$ cat config.mk
export PLATFORM = sky130hd
export DESIGN_NAME = lvt_wr_scheduler
export DESIGN_NICKNAME = d
export VERILOG_FILES = /design/src/rtl/lvt_wr_scheduler.sv
export SDC_FILE = /design/constraint.sdc
export NUM_CORES = 1
export LEC_CHECK = 0
export CAP_MARGIN = 25
export CORE_MARGIN = 10
export CORE_UTILIZATION = 42
export CTS_BUF_LIST = sky130_fd_sc_hd__clkbuf_8 sky130_fd_sc_hd__clkbuf_16
export DETAILED_ROUTE_END_ITERATION = 8
export GPL_ROUTABILITY_DRIVEN = 0
export PLACE_DENSITY = 0.79
export SYNTH_ARGS = -nofsm -noshare
export SYNTH_HDL_FRONTEND = slang
export SYNTH_SLANG_ARGS = --single-unit
export TNS_END_PERCENT = 20
$ cat constraint.sdc
create_clock -name clk -period 10 [get_ports clk]
set_input_delay 3 -clock clk [delete_from_list [all_inputs] [get_ports clk]]
set_output_delay 3 -clock clk [all_outputs]
set_load 0.05 [all_outputs]
$ cat src/rtl/lvt_wr_scheduler.sv
// Write-side scheduler for a 2R2W LVT memory: init sweep after reset/request, then round-robin of 4 requesters onto 2 write ports.
// Latency: 1 cycle from valid&ready handshake to registered write strobe.
// Backpressure: req_ready is a same-cycle combinational grant; ungranted or address-conflicting requesters stay pending.
module lvt_wr_scheduler #(
    parameter int                BLOCKSIZE  = 10,
    parameter int                DATA_W     = 32,
    parameter logic [DATA_W-1:0] INIT_VALUE = '0
) (
    input  logic                          clk,
    input  logic                          rst,
    input  logic [3:0]                    req_valid,
    input  logic [4*(BLOCKSIZE+1)-1:0]    req_addr,
    input  logic [4*DATA_W-1:0]           req_data,
    output logic [3:0]                    req_ready,
    input  logic                          init_start,
    output logic                          init_done,
    output logic [BLOCKSIZE:0]            w_addr_1,
    output logic [DATA_W-1:0]             w_din_1,
    output logic                          w_enb_1,
    output logic [BLOCKSIZE:0]            w_addr_2,
    output logic [DATA_W-1:0]             w_din_2,
    output logic                          w_enb_2
);
    localparam int AW = BLOCKSIZE + 1;
    localparam logic [BLOCKSIZE-1:0] LAST_CNT = '1;
    localparam logic [BLOCKSIZE-1:0] CNT_ONE  = 1;

    typedef enum logic {ST_INIT, ST_RUN} state_t;

    state_t               r_state,    w_nxt_state;
    logic [BLOCKSIZE-1:0] r_init_cnt, w_nxt_cnt;
    logic [1:0]           r_rr_ptr,   w_nxt_rr;
    logic                 r_enb_1,    w_nxt_enb_1;
    logic                 r_enb_2,    w_nxt_enb_2;
    logic [AW-1:0]        r_addr_1,   w_nxt_addr_1;
    logic [AW-1:0]        r_addr_2,   w_nxt_addr_2;
    logic [DATA_W-1:0]    r_din_1,    w_nxt_din_1;
    logic [DATA_W-1:0]    r_din_2,    w_nxt_din_2;

    logic                 w_a_found, w_b_found;
    logic [1:0]           w_a_idx,   w_b_idx, w_idx, w_last;
    logic [AW-1:0]        w_a_addr,  w_b_addr, w_cur_addr;
    logic [DATA_W-1:0]    w_a_data,  w_b_data;
    logic [3:0]           w_ready;

    // Scan from rr_ptr; the second grant must not collide with the first grant's address.
    always_comb begin
        w_a_found  = 1'b0;
        w_b_found  = 1'b0;
        w_a_idx    = 2'd0;
        w_b_idx    = 2'd0;
        w_idx      = 2'd0;
        w_a_addr   = '0;
        w_b_addr   = '0;
        w_cur_addr = '0;
        w_a_data   = '0;
        w_b_data   = '0;
        for (int k = 0; k < 4; k++) begin
            w_idx      = r_rr_ptr + k[1:0];
            w_cur_addr = req_addr[w_idx*AW +: AW];
            if (req_valid[w_idx]) begin
                if (!w_a_found) begin
                    w_a_found = 1'b1;
                    w_a_idx   = w_idx;
                    w_a_addr  = w_cur_addr;
                    w_a_data  = req_data[w_idx*DATA_W +: DATA_W];
                end else if (!w_b_found && (w_cur_addr != w_a_addr)) begin
                    w_b_found = 1'b1;
                    w_b_idx   = w_idx;
                    w_b_addr  = w_cur_addr;
                    w_b_data  = req_data[w_idx*DATA_W +: DATA_W];
                end
            end
        end
    end

    always_comb begin
        w_nxt_state  = r_state;
        w_nxt_cnt    = r_init_cnt;
        w_nxt_rr     = r_rr_ptr;
        w_nxt_enb_1  = 1'b0;
        w_nxt_enb_2  = 1'b0;
        w_nxt_addr_1 = r_addr_1;
        w_nxt_addr_2 = r_addr_2;
        w_nxt_din_1  = r_din_1;
        w_nxt_din_2  = r_din_2;
        w_ready      = 4'b0000;
        w_last       = w_b_found ? w_b_idx : w_a_idx;
        case (r_state)
            ST_INIT: begin
                w_nxt_enb_1  = 1'b1;
                w_nxt_enb_2  = 1'b1;
                w_nxt_addr_1 = {r_init_cnt, 1'b0};
                w_nxt_addr_2 = {r_init_cnt, 1'b1};
                w_nxt_din_1  = INIT_VALUE;
                w_nxt_din_2  = INIT_VALUE;
                if (r_init_cnt == LAST_CNT) begin
                    w_nxt_state = ST_RUN;
                end else begin
                    w_nxt_cnt = r_init_cnt + CNT_ONE;
                end
            end
            ST_RUN: begin
                if (init_start) begin
                    w_nxt_state = ST_INIT;
                    w_nxt_cnt   = '0;
                end else if (!rst) begin
                    if (w_a_found) begin
                        w_ready[w_a_idx] = 1'b1;
                        w_nxt_enb_1      = 1'b1;
                        w_nxt_addr_1     = w_a_addr;
                        w_nxt_din_1      = w_a_data;
                        w_nxt_rr         = w_last + 2'd1;
                    end
                    if (w_b_found) begin
                        w_ready[w_b_idx] = 1'b1;
                        w_nxt_enb_2      = 1'b1;
                        w_nxt_addr_2     = w_b_addr;
                        w_nxt_din_2      = w_b_data;
                    end
                end
            end
            default: begin
                w_nxt_state = ST_INIT;
                w_nxt_cnt   = '0;
            end
        endcase
    end

    always_ff @(posedge clk or posedge rst) begin
        if (rst) begin
            r_state    <= ST_INIT;
            r_init_cnt <= '0;
            r_rr_ptr   <= 2'd0;
            r_enb_1    <= 1'b0;
            r_enb_2    <= 1'b0;
            r_addr_1   <= '0;
            r_addr_2   <= '0;
            r_din_1    <= '0;
            r_din_2    <= '0;
        end else begin
            r_state    <= w_nxt_state;
            r_init_cnt <= w_nxt_cnt;
            r_rr_ptr   <= w_nxt_rr;
            r_enb_1    <= w_nxt_enb_1;
            r_enb_2    <= w_nxt_enb_2;
            r_addr_1   <= w_nxt_addr_1;
            r_addr_2   <= w_nxt_addr_2;
            r_din_1    <= w_nxt_din_1;
            r_din_2    <= w_nxt_din_2;
        end
    end

    assign req_ready = w_ready;
    assign init_done = (r_state == ST_RUN);
    assign w_enb_1   = r_enb_1;
    assign w_enb_2   = r_enb_2;
    assign w_addr_1  = r_addr_1;
    assign w_addr_2  = r_addr_2;
    assign w_din_1   = r_din_1;
    assign w_din_2   = r_din_2;

endmodule

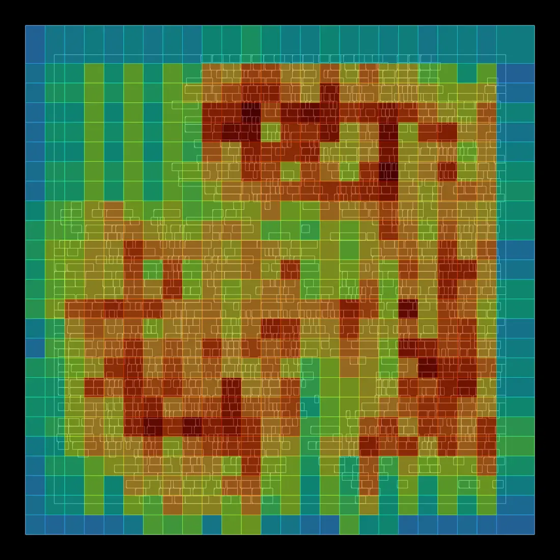
Run 1: congestion heat map
grt met2 use: 40.0%
routing usage on met1: 31.6%

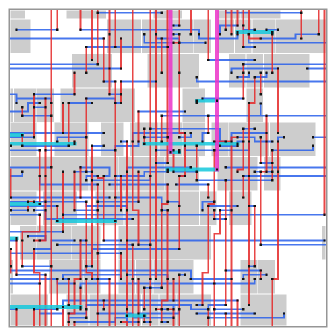
Run 1: zoomed window
Region (77, 41) to (102, 66) microns. Cells in grey, sequential cells in the stronger grey; small squares are vias.
[met3] cyan
[met4] magenta
[met2] red
[met1] blue
sequential cells in the window: 0
most frequent: nand2_1 (13), buf_4 (7), nor2_1 (4)
cells with their middle in the window: 57

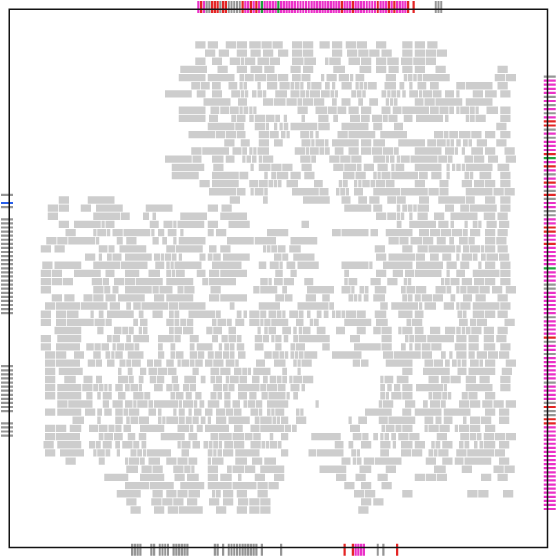
Run 1: I/O pins on the die edge
Scale: 3 px per micron. Pins as bars across the die edge, other pins in grey.
[w_din_1] red | pins: 32 | direction: output | edge: 16 top, 13 right, 3 bottom
[req_ready] green | pins: 4 | direction: output | edge: 2 top, 2 right
[init_start] blue | pins: 1 | direction: input | edge: left
[req_data] magenta | pins: 128 | direction: input | edge: 72 right, 52 top, 4 bottom

==> run summary, run 1 <==
Cell variety after synth - 82
I/O Pins - 272
Hold-fix buffers, CTS - 0
area delta synth->final - 32.0%
H-tree levels - 3
top cell type by instance count after synthesis - nand2_1
comb pwr - 311 uW
drt initial violations - 1493
Tool Warnings - 28
Psw - 328 uW
Cell Area, Synth - 0.0106 sq mm
first-pass GRT wire length - 64.2 mm
sequential share of cell area - 18.1%
MI comb cells - 986
via density per instance - 6.63
met1 WL - 16.7 mm
DR DRC count - 0
Tapcells - 330
ao+oa area frac - 30.4%
Max Fclk - 102 MHz
Crit Path Max Fanout - 20
Synth flops - 101
crit path max-delay cell type - or4_1
Area contributors post-synth - dfrtp_1, mux2i_1, mux2_2
Top cell excl fill/tap - clkdlybuf4s50_1
num rows - 58
Signal buffers - 308
crit start category - primary input
Slew headroom - 36.8%
# clock sinks - 101
Max stage delay on crit path - 0.52 ns
worst path cell trace - clkdlybuf4s50_1 -> nor2b_1 -> a21o_1 -> a21oi_2 -> inv_4 -> and2_1 -> or4_1 -> and4b_1 -> nand4_1 -> o21ai_2 -> and2_1 -> and3_1 -> o31ai_1 -> a22oi_1 -> nor2_1 -> buf_12
Pleak - 0.00596 uW
yosys xor share - 1.73%
Pint - 772 uW
Worst EP required - 7.00 ns
fin area - 0.0140 sq mm
postcts setup bufs - 0
MUX area fraction - 23.2%
Flops - 101
met3 GRT Util - 5.90%
YS chip area - 0.0106 sq mm
Clock Buffer Count - 11
Hold WS - 0.492 ns
Detail Route Antenna Nets - 0
clock root cell - clkbuf_16
placed inst area - 0.0135 sq mm
largest net degree at the start of global routing - 113
CTS Buf Count - 9
Worst setup EP type - primary output
CP most frequent cell - and2_1
status - completed
Mapped Avg Cell Area - 8.70 sq um
Die ar. - 0.0320 sq mm
Synth logic family - AND-OR/OR-AND gates
P_seq - 408 uW
vias in the first global route - 11500
Top Metal Used - met4
DRT Wirelength - 42.1 mm
number of antenna violations at the first check in global routing - 0
Pwr top - sequential cells
register area - 0.00253 sq mm
clock-pin slew on the worst setup and hold paths - 0.07 ns
Simple-Gate Area Share - 14.8%
Congestion Overflow GR - 0
iteration tally of the first detailed-router pass - 6
switch share - 29.8%
CTS resizes - 0
met2 WL - 19.3 mm
Starting Density - 42.4%
Cells after DPL - 1737
final tally of max-slew violations - 0
yosys cell count - 1219
# fillers - 2197
logic area - 0.00751 sq mm
total power draw - 1100 uW
met3 wire len - 4.18 mm
Non-CTS inverters - 18
Pwr Density - 78.5 mW/mm^2
synthesis warning total - 0
delay-heaviest family, CP - simple AND/OR/NAND/NOR gates
Flop pwr share - 37.1%
==> run 1: path summary, 6_finish.rpt <==
path / from / to / slack [ns] / depth (start not counted)
setup / recovery: req_valid[0] / req_ready[2] / 0.21 / 16
hold / removal: w_din_1[0]$_DFFE_PP0P_ / w_din_1[0]$_DFFE_PP0P_ / 0.49 / 2
setup reg to reg: r_rr_ptr[1]$_DFFE_PP0P_ / w_addr_2[4]$_DFFE_PP0P_ / 4.64 / 14
hold reg to reg: w_din_1[0]$_DFFE_PP0P_ / w_din_1[0]$_DFFE_PP0P_ / 0.49 / 2
max in group asynchronous: rst / r_rr_ptr[1]$_DFFE_PP0P_ / 5.38 / 4
min in group asynchronous: rst / w_din_1[24]$_DFFE_PP0P_ / 3.27 / 3
==> run 1 -> run 2 <==
Settings changed: GPL_TIMING_DRIVEN from default to 0, PLACE_DENSITY 0.79 to 0.82.
Clock period 10 ns to 9 ns, I/O delays scaled along.
==> run 2 against run 1 <==
First-iteration DRC count grew 52%. Hold slack lost 0.0020 ns. Clock skew is essentially flat.
==> run summary, run 2 <==
YS chip area - 0.0106 sq mm
fin area - 0.0145 sq mm
Worst Hold Launch - w_din_1[0]$_DFFE_PP0P_
Top cell excl fill/tap - clkdlybuf4s50_1
synthesis warning total - 0
routing usage on met1 - 36.8%
delay-heaviest family, CP - buffers and inverters
Simple-Gate Area Share - 14.8%
Detail Route Antenna Nets - 0
H-tree levels - 3
Hold WS - 0.490 ns
DRT Wirelength - 48.9 mm
num rows - 58
I/O Pins - 272
largest net degree at the start of global routing - 40
# fillers - 2198
reg2reg start - r_rr_ptr[1]$_DFFE_PP0P_
R2R cell count - 14
first-pass GRT wire length - 72.0 mm
Die ar. - 0.0320 sq mm
Crit Path Max Fanout - 10
P_seq - 453 uW
CTS resizes - 58
met2 WL - 20.7 mm
MUX area fraction - 23.2%
Crit. path cell count - 13
DR DRC count - 0
# clock sinks - 101
CP most frequent cell - buf_4
switch share - 32.1%
Hold-fix buffers, CTS - 0
Pwr top - sequential cells
Synth logic family - AND-OR/OR-AND gates
status - completed
register area - 0.00253 sq mm
Starting Density - 42.4%
met3 GRT Util - 8.32%
final tally of max-slew violations - 0
Mapped Avg Cell Area - 8.70 sq um
number of antenna violations at the first check in global routing - 2
Hold Path Depth - 2
crit path max-delay cell type - mux4_2
Psw - 405 uW
Synth flops - 101
clock-pin slew on the worst setup and hold paths - 0.09 ns
Cell variety after synth - 82
top cell type by instance count after synthesis - nand2_1
Slew headroom - 31.3%
Pint - 856 uW
clock root cell - clkbuf_16
Cell Area, Synth - 0.0106 sq mm
worst path cell trace - clkdlybuf4s50_1 -> mux4_2 -> buf_4 -> xnor2_1 -> a41oi_2 -> a2bb2oi_2 -> a41o_1 -> nor2_1 -> clkbuf_4 -> buf_2 -> o311ai_2 -> o32ai_1 -> buf_4
ao+oa area frac - 30.4%
postcts setup bufs - 9
internal reg-to-reg setup slack - 4.41 ns
logic area - 0.00764 sq mm
vias in the first global route - 12300
yosys xor share - 1.73%
total power draw - 1260 uW
Pleak - 0.00621 uW
reg2reg end - w_din_2[17]$_DFFE_PP0P_
-- run 2: final cells by class --
class	instances	area share [%]
Multi-Input combinational cell	986	52.7
Timing Repair Buffer	291	20.2
Sequential cell	101	17.4
Buffer	111	4.09
Tap cell	330	2.85
Clock buffer	9	1.55
Clock inverter	7	0.630
Inverter	18	0.527
Antenna cell	2	0.0345
-- run 2: cell families (layout without fill, tap and decap cells) --
| logic type | count (synthesis) | after routing |
|---|---|---|
| adders and majority gates | 2 | 2 |
| xor gates and xnor gates | 21 | 21 |
| AOI/OAI and AO/OA | 441 | 441 |
| DFF | 101 | 101 |
| other | 0 | 2 |
| and+or+nand+nor | 321 | 321 |
| buffers and inverters | 132 | 436 |
| muxes | 201 | 201 |
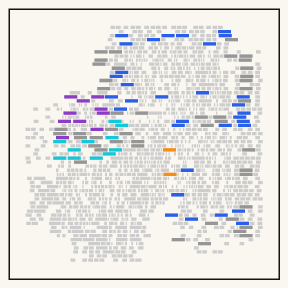
Run 2: register map, names as in the netlist
Scale: 1.5 px per micron.
[r_rr_ptr] orange | flops: 2
[w_addr_2] cyan | flops: 11
[r_init_cnt] purple | flops: 10 | where: middle left
[w_din_1] blue | flops: 32
not coloured: 46

==> run 2 -> run 3 <==
Settings changed: MAX_ROUTING_LAYER from default to met4.
==> run 3 against run 2 <==
Flip-flop count did not move. Final cell count rose by 0.22%. Sequential share of layout area barely moved. Non-clock buffer count rose by 2. Clock power barely moved. First-iteration DRC count rose by 0.57%. Clock skew barely moved. Die size did not move. Power fell by 0.14%. Synthesized area did not move. Sequential power barely moved. Hold slack got worse by 0.0017 ns. Highest routed layer is now met4.
==> run summary, run 3 <==
register area - 0.00253 sq mm
synthesis warning total - 0
first-pass GRT wire length - 71.8 mm
Signal buffers - 404
Cell variety after synth - 82
P_seq - 453 uW
Top class by area - multi-input combinational cells
Hold WS - 0.489 ns
H-tree levels - 3
Cell Area, Synth - 0.0106 sq mm
n_diodes - 4
ao+oa area frac - 30.4%
iteration tally of the first detailed-router pass - 8
Slew headroom - 30.6%
Tool Warnings - 26
Non-Clock Buffer Area Fraction - 24.4%
# fillers - 2182
fin area - 0.0145 sq mm
Tapcells - 330
Pwr top - sequential cells
logic area - 0.00764 sq mm
Pwr Density - 86.7 mW/mm^2
total power draw - 1260 uW
num rows - 58
Clock Buffer Count - 9
Top Metal Used - met4
Flops - 101
reg2reg start - r_rr_ptr[1]$_DFFE_PP0P_
CTS Buf Count - 9
Simple-Gate Area Share - 14.8%
Worst Hold Launch - w_din_1[0]$_DFFE_PP0P_
sequential share of cell area - 17.4%
Pleak - 0.00627 uW
met1 WL - 18.0 mm
number of antenna violations at the first check in global routing - 1
comb pwr - 372 uW
clock-pin slew on the worst setup and hold paths - 0.09 ns
Crit Path Max Fanout - 7
Top cell excl fill/tap - clkdlybuf4s50_1
CTS resizes - 58
largest net degree at the start of global routing - 40
yosys cell count - 1219
Detail Route Antenna Nets - 0
drt initial violations - 2277
internal reg-to-reg setup slack - 4.51 ns
met3 wire len - 6.91 mm
DR DRC count - 0
Max Fclk - 112 MHz
Flop pwr share - 36.0%
Crit. Startpoint - req_addr[40]
Mapped Avg Cell Area - 8.70 sq um
Longest Clk Path Bufs - 2
Synth flops - 101
status - completed
met2 WL - 20.7 mm
area leader, netlist - dfrtp_1
YS chip area - 0.0106 sq mm
top cell type by instance count after synthesis - nand2_1
Area contributors post-synth - dfrtp_1, mux2i_1, mux2_2
postcts setup bufs - 9
Die ar. - 0.0320 sq mm
area delta synth->final - 37.0%
Congestion Overflow GR - 0
DRT Wirelength - 48.6 mm
I/O Pins - 272
MUX area fraction - 23.2%
Pint - 856 uW
vias in the first global route - 12300
-- run 3: worst max-delay path, cell delays in order --
cell	delay [ns]
clkdlybuf4s50_1	0.46
mux4_2	0.51
and2_4	0.19
or4_1	0.50
and4b_1	0.22
nand4_1	0.07
buf_4	0.16
o21ai_2	0.07
and2_1	0.16
buf_6	0.14
and3_1	0.19
buf_6	0.14
o31a_1	0.27
a22oi_2	0.20
nor2_2	0.06
buf_6	0.17
-- run 3: worst paths after layout --
check,endpoint,cells after the start
worst max-delay path,req_ready[0],16
worst min-delay path,w_din_1[0]$_DFFE_PP0P_,2
worst max register to register,w_din_2[17]$_DFFE_PP0P_,14
worst min register to register,w_din_1[0]$_DFFE_PP0P_,2
max in group asynchronous,w_din_2[6]$_DFFE_PP0P_,3
min in group asynchronous,r_init_cnt[3]$_DFFE_PP0N_,2
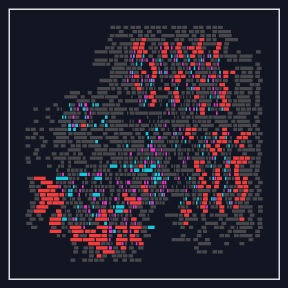
Run 3: selected gate families
Scale: 1.5 px per micron.
[NOR gates] cyan | cells: 130 | most used: nor2_1
[multiplexers] red | cells: 201 | most used: mux2i_1 | where: spread over the die
[NAND gates] magenta | cells: 149 | most used: nand2_1
Comb area share: 52.6%
final std cells w/o fill: 1859

No activity file was given, so power comes from the tool's default toggle rates.
